Figure 1. Signal wires by layer (run 1).
Scale bar: 10 um.
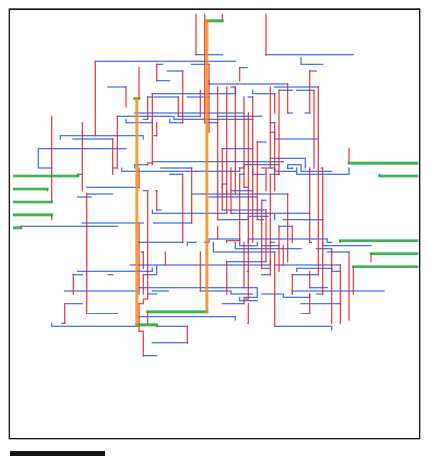
Figure 2. Pin placement (run 1).
Pins as bars across the die edge, other pins in grey.
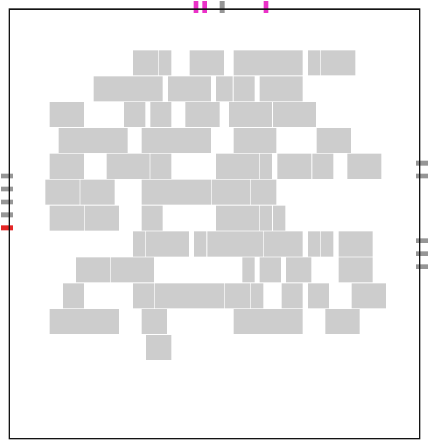
Figure 3. I/O nets highlighted (run 1).
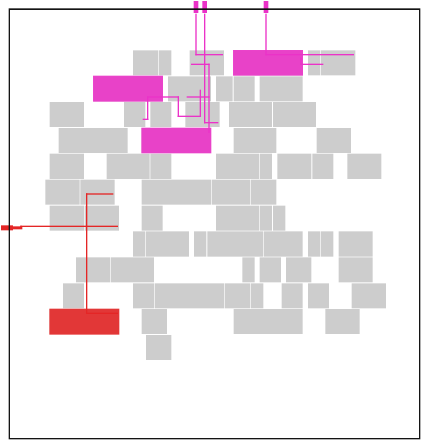
==> config.mk <==
export PLATFORM = sky130hd
export DESIGN_NAME = mux_share_arbiter
export DESIGN_NICKNAME = d
export VERILOG_FILES = /design/src/rtl/mux_share_arbiter.sv
export SDC_FILE = /design/constraint.sdc
export NUM_CORES = 1
export LEC_CHECK = 0
export CAP_MARGIN = 0
export CORE_AREA = 3 3 40 42
export DETAILED_ROUTE_END_ITERATION = 7
export DIE_AREA = 0 0 43 45
export PLACE_DENSITY = 0.74
export SLEW_MARGIN = 20
export SYNTH_ARGS = -nofsm -noshare
export SYNTH_HDL_FRONTEND = slang
export SYNTH_SLANG_ARGS = --single-unit
==> constraint.sdc <==
create_clock -name clk -period 5.9 [get_ports clk]
set_clock_uncertainty 0.2 [all_clocks]
set_input_delay 1.18 -clock clk [delete_from_list [all_inputs] [get_ports clk]]
set_output_delay 1.18 -clock clk [all_outputs]
set_load 0.02 [all_outputs]
==> Changelog: implementation, run 1 <==
## Implementation

- Status: complete, no violations
- Worst Setup Path Type: flip-flop to primary output
- Layout area overhead: 34.16%
- Setup TNS: 0 ns
- Largest register FFs: 3
- Fmax: 319.7 MHz
- Req. time, crit path: 4.52 ns
- RSZ-0062 raised after global routing: false
- Hold Slack: 0.2629 ns
- Mapped Avg Cell Area: 9.838 um^2
- P_sw: 66.91 uW
- Worst Hold Class: flip-flop to flip-flop
- Post-route DRC violation count: 0
- Worst setup EP type: primary output
- Antenna diodes: 0
- Tmin final: 3.128 ns
- Layout Nets: 82
- Number of OpenROAD warnings: 29
- Mapped Area: 501.7 um^2
- Iteration-0 DRC Markers: 9
- Synth Area in Compound Gates: 14.21%
- Yosys xor share: 0%
- Pwr/cell area: 280.3 nW/um^2
- GR Overflow Total: 0
- Worst vdd ir: 0.1456 mV
- Seq/Total Area, Yosys: 31.92%
- Hpwl dp: 812.3 um
- Cells after synthesis: 51
- Clock tree buffer depth: 2
- MUX share of area: 3.990%
- FF+latch count, synth: 8
- DR vias/cell: 5.061
- Critical path data arrival time: 1.75 ns
- Gates resized, CTS repair: 0
Back to the opening pictures, Figure 1:
Key: met1 = blue [wire length 494 um]; met4 = orange [wire length 54.4 um]; met3 = green [wire length 59.3 um]; met2 = red [wire length 453 um]
Total GRT Usage: 12.91%
wire per inst: 12.93 um

Back to the opening pictures, Figure 2:
Key: cnt = magenta [pins 3, direction output, edge top]; sel = red [pins 1, direction output, edge left]
die height: 45 um
PortBufs: 13
chip width: 43 um

Back to the opening pictures, Figure 3:
Key: sel = red [bits 1, direction output, end cells 1, buffers 1, wire 29.5 um]; cnt = magenta [bits 3, direction output, end cells 3, buffers 3, wire 60.6 um]
I/O pin count: 14

[run 1: cells in the mapped netlist]
| library cell | count | share of area (%) |
|---|---|---|
| dfxtp_1 | 8 | 32 |
| and3_4 | 1 | 2.2 |
| and2_1 | 3 | 3.7 |
| a21oi_1 | 1 | 1.0 |
| o21bai_1 | 1 | 1.5 |
| nor2b_1 | 1 | 1.2 |
| and3b_4 | 1 | 2.5 |
| o221a_1 | 1 | 2.2 |
| nor3_2 | 1 | 2.0 |
| nand2_1 | 4 | 3.0 |
| nand2b_1 | 2 | 2.5 |
| o311ai_2 | 1 | 3.2 |
| nor4_1 | 3 | 3.7 |
| and3_1 | 1 | 1.2 |
| nor4_2 | 2 | 5.0 |
| o211ai_1 | 1 | 1.5 |
| nor2_1 | 1 | 0.75 |
| a21o_1 | 1 | 1.5 |
| inv_1 | 6 | 4.5 |
| mux2i_1 | 2 | 4.0 |
| ha_1 | 7 | 17 |
| a211o_2 | 1 | 2.0 |
| o22ai_1 | 1 | 1.2 |
[run 1: cells in the final DEF, fill, tap and decap left out, types with 2 or more instances in the layout]
cell	synthesis	routed
dfxtp_1	8	8
nor4_1	3	3
nand2b_1	2	2
clkdlybuf4s50_1	0	13
clkbuf_4	0	3
inv_1	6	6
ha_1	7	7
nor4_2	2	2
mux2i_1	2	2
and2_1	3	3
nand2_1	4	4
[run 1: stage by stage]
| stage | instances | worst slack, ns |
|---|---|---|
| finish | 82 | 2.772 |
| global route | 82 | 2.713 |
| CTS | 82 | 2.770 |
| detailed placement | 79 | 2.788 |
| global placement | 79 | 2.824 |
| floorplan | 51 | 3.413 |
[run 1: layout make-up]
cell class              count  area, um^2
fillers                   126       611.8
repair buffers             13       130.1
flip-flops and latches      8       160.2
multi-input cells          37       319.1
well taps                  15       18.77
clock buffers               3       22.52
inverters                   6       22.52
[run 1: cells by family (layout without fill, tap and decap cells)]
logic type,Yosys count,after routing
AND/OR/NAND/NOR,20,20
AND-OR/OR-AND,8,8
flip-flops,8,8
adder cells (fa/ha/maj),7,7
buffers and inverters,6,22
multiplexers,2,2
[run 1: layer usage]
layer  routed length, um  share of wire (%)  GRT usage [%]  vias to the layer above
met5                   0                  0              0                        -
met4                  54                5.1          14.46                        0
met3                  59                5.6          2.789                        4
met2                 452                 43          20.06                       14
met1                 494                 47          13.73                      183
li1                    -                  -              -                      214
[run 1: critical path, cell delays in order (launching register included)]
cell and delay, ns:
dfxtp_1 0.37, inv_1 0.12, ha_1 0.26, inv_1 0.12, clkdlybuf4s50_1 0.61
[run 1: power groups by stage]
stage / combinational [uW] / clock (uW) / sequential [uW]
finish: 83.5 / 41.9 / 63.3
global route: 92.5 / 47.1 / 63.6
CTS: 83.8 / 44.3 / 63.2
detailed placement: 83.3 / 0 / 64.4
global placement: 82.1 / 0 / 64.3
floorplan: 55.8 / 0 / 66.5
Figure 4. Routed clock nets over the placement (run 1).
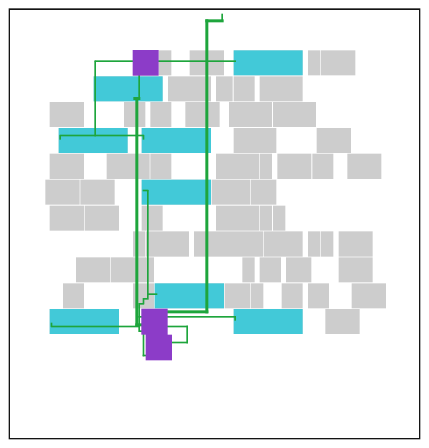

==> run 1 -> run 2 <==
--- a/config.mk
+++ b/config.mk
@@ -9,7 +9,7 @@
 export CORE_AREA = 3 3 40 42
 export DETAILED_ROUTE_END_ITERATION = 7
 export DIE_AREA = 0 0 43 45
-export PLACE_DENSITY = 0.74
+export PLACE_DENSITY = 0.77
 export SLEW_MARGIN = 20
 export SYNTH_ARGS = -nofsm -noshare
 export SYNTH_HDL_FRONTEND = slang
==> constraint.sdc (replaced) <==
create_clock -name clk -period 2.65 [get_ports clk]
set_clock_uncertainty 0.2 [all_clocks]
set_input_delay 0.53 -clock clk [delete_from_list [all_inputs] [get_ports clk]]
set_output_delay 0.53 -clock clk [all_outputs]
set_load 0.02 [all_outputs]
Figure 5. Routed clock nets over the placement (run 2).
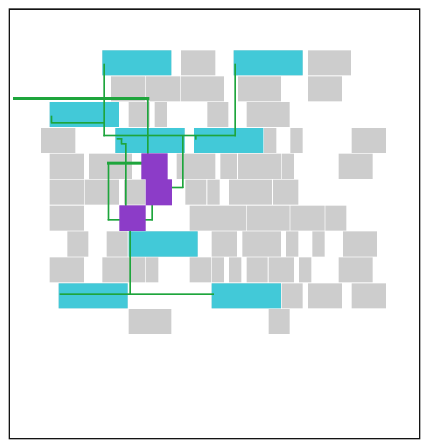
Key: cells driving clock nets = purple [count 3]; clock wires = green [length 116 um]; flip-flops = cyan [count 8]
There are 4 routed clock nets.
fraction of power consumed by the clock network: 21.8%
Clk power: 91.2 uW

==> Changelog: implementation, run 2 <==
## Implementation

- Hpwl dp: 790.6 um (was 812.3 um)
- Most frequent logic cell in the layout: clkdlybuf4s50_1 (unchanged)
- Post-route DRC violation count: 0 (unchanged)
- Mapped Area: 501.7 um^2 (unchanged)
- Largest register FFs: 3 (unchanged)
- Floorplan core density: 39.05% (unchanged)
- Number of OpenROAD warnings: 29 (unchanged)
- Ys flop type: dfxtp_1 (unchanged)
- Die height: 45 um (unchanged)
- Worst setup EP type: primary output (unchanged)
- Clock tree buffer depth: 2 (unchanged)
- Setup TNS: 0 ns (unchanged)
- Area leader share: 31.92% (unchanged)
- CTS tree: done (unchanged)
- Chip width: 43 um (unchanged)
- EDFF count, synth: 0 (unchanged)
- Total GRT Usage: 11.77% (was 12.91%)
- Antenna diodes: 0 (unchanged)
- Seq/Total Area, Yosys: 31.92% (unchanged)
- RSZ-0062 raised after global routing: false (unchanged)
- DR vias/cell: 5.171 (was 5.061)
- Gates resized, CTS repair: 0 (unchanged)
- Req. time, crit path: 1.92 ns (was 4.52 ns)
- Layout area overhead: 34.16% (unchanged)
- Yosys top cell by instances: dfxtp_1 (unchanged)
- Fillers: 124 (was 126)
- Status: complete, no violations (unchanged)
- Tmin final: 2.456 ns
- Worst Hold Class: flip-flop to flip-flop (unchanged)
- Critical path data arrival time: 1.73 ns (was 1.75 ns)
- Cells after synthesis: 51 (unchanged)
- FF+latch count, synth: 8 (unchanged)
- Layout Nets: 82 (unchanged)
- Fmax: 407.1 MHz
- PortBufs: 13 (unchanged)
- I/O pin count: 14 (unchanged)
- Mapped Avg Cell Area: 9.838 um^2 (unchanged)
- Asr flop ratio synth: 0% (unchanged)
- Wire per inst: 12.07 um (was 12.93 um)
-- run 2: cell counts in the layout (fill, tap and decap cells not counted) --
Identical to the previous run, type by type.
-- run 2: power by group --
part	switching (uW)	leakage (uW)	internal, uW
logic	98.3	0.000196	87.2
clock network	39.4	0.0000138	51.7
registers	8.30	0.0000651	132
-- run 2: critical path: stages, from the launching register on --
cell	delay [ns]
dfxtp_1	0.37
inv_1	0.12
ha_1	0.25
inv_1	0.12
clkdlybuf4s50_1	0.61
-- run 2: layer usage --
metal	share of wire, %	GRT usage, %
met1	47	15.53
met2	47	18.56
met3	6.4	3.586
met4	0	3.614
met5	0	0
-- run 2: cells by family after synthesis --
group	after synthesis	synth area share, %
compound gates	8	14.22
fa+ha+maj	7	17.46
buf+inv	6	4.488
flops	8	31.92
mux	2	3.990
simple gates	20	27.93
-- run 2: cell type report --
| cell class | instances | area (um^2) | share of cell area [%] |
|---|---|---|---|
| flip-flops and latches | 8 | 160.2 | 23.79 |
| clock buffers | 3 | 22.52 | 3.346 |
| inverters | 6 | 22.52 | 3.346 |
| repair buffers | 13 | 130.1 | 19.33 |
| well taps | 15 | 18.77 | 2.788 |
| multi-input cells | 37 | 319.1 | 47.40 |
-- run 2: through the flow --
stage / worst slack (ns) / hold slack, ns / std cells
2_1_floorplan: 0.4950 / 0.2565 / 51
3_3_place_gp: 0.2277 / 0.2513 / 79
5_1_grt: 0.1125 / 0.3019 / 82
4_1_cts: 0.1948 / 0.2761 / 82
3_5_place_dp: 0.1854 / 0.2615 / 79
6_report: 0.1937 / 0.2739 / 82
Power figures rest on the tool's default switching activity, not on a simulated workload.
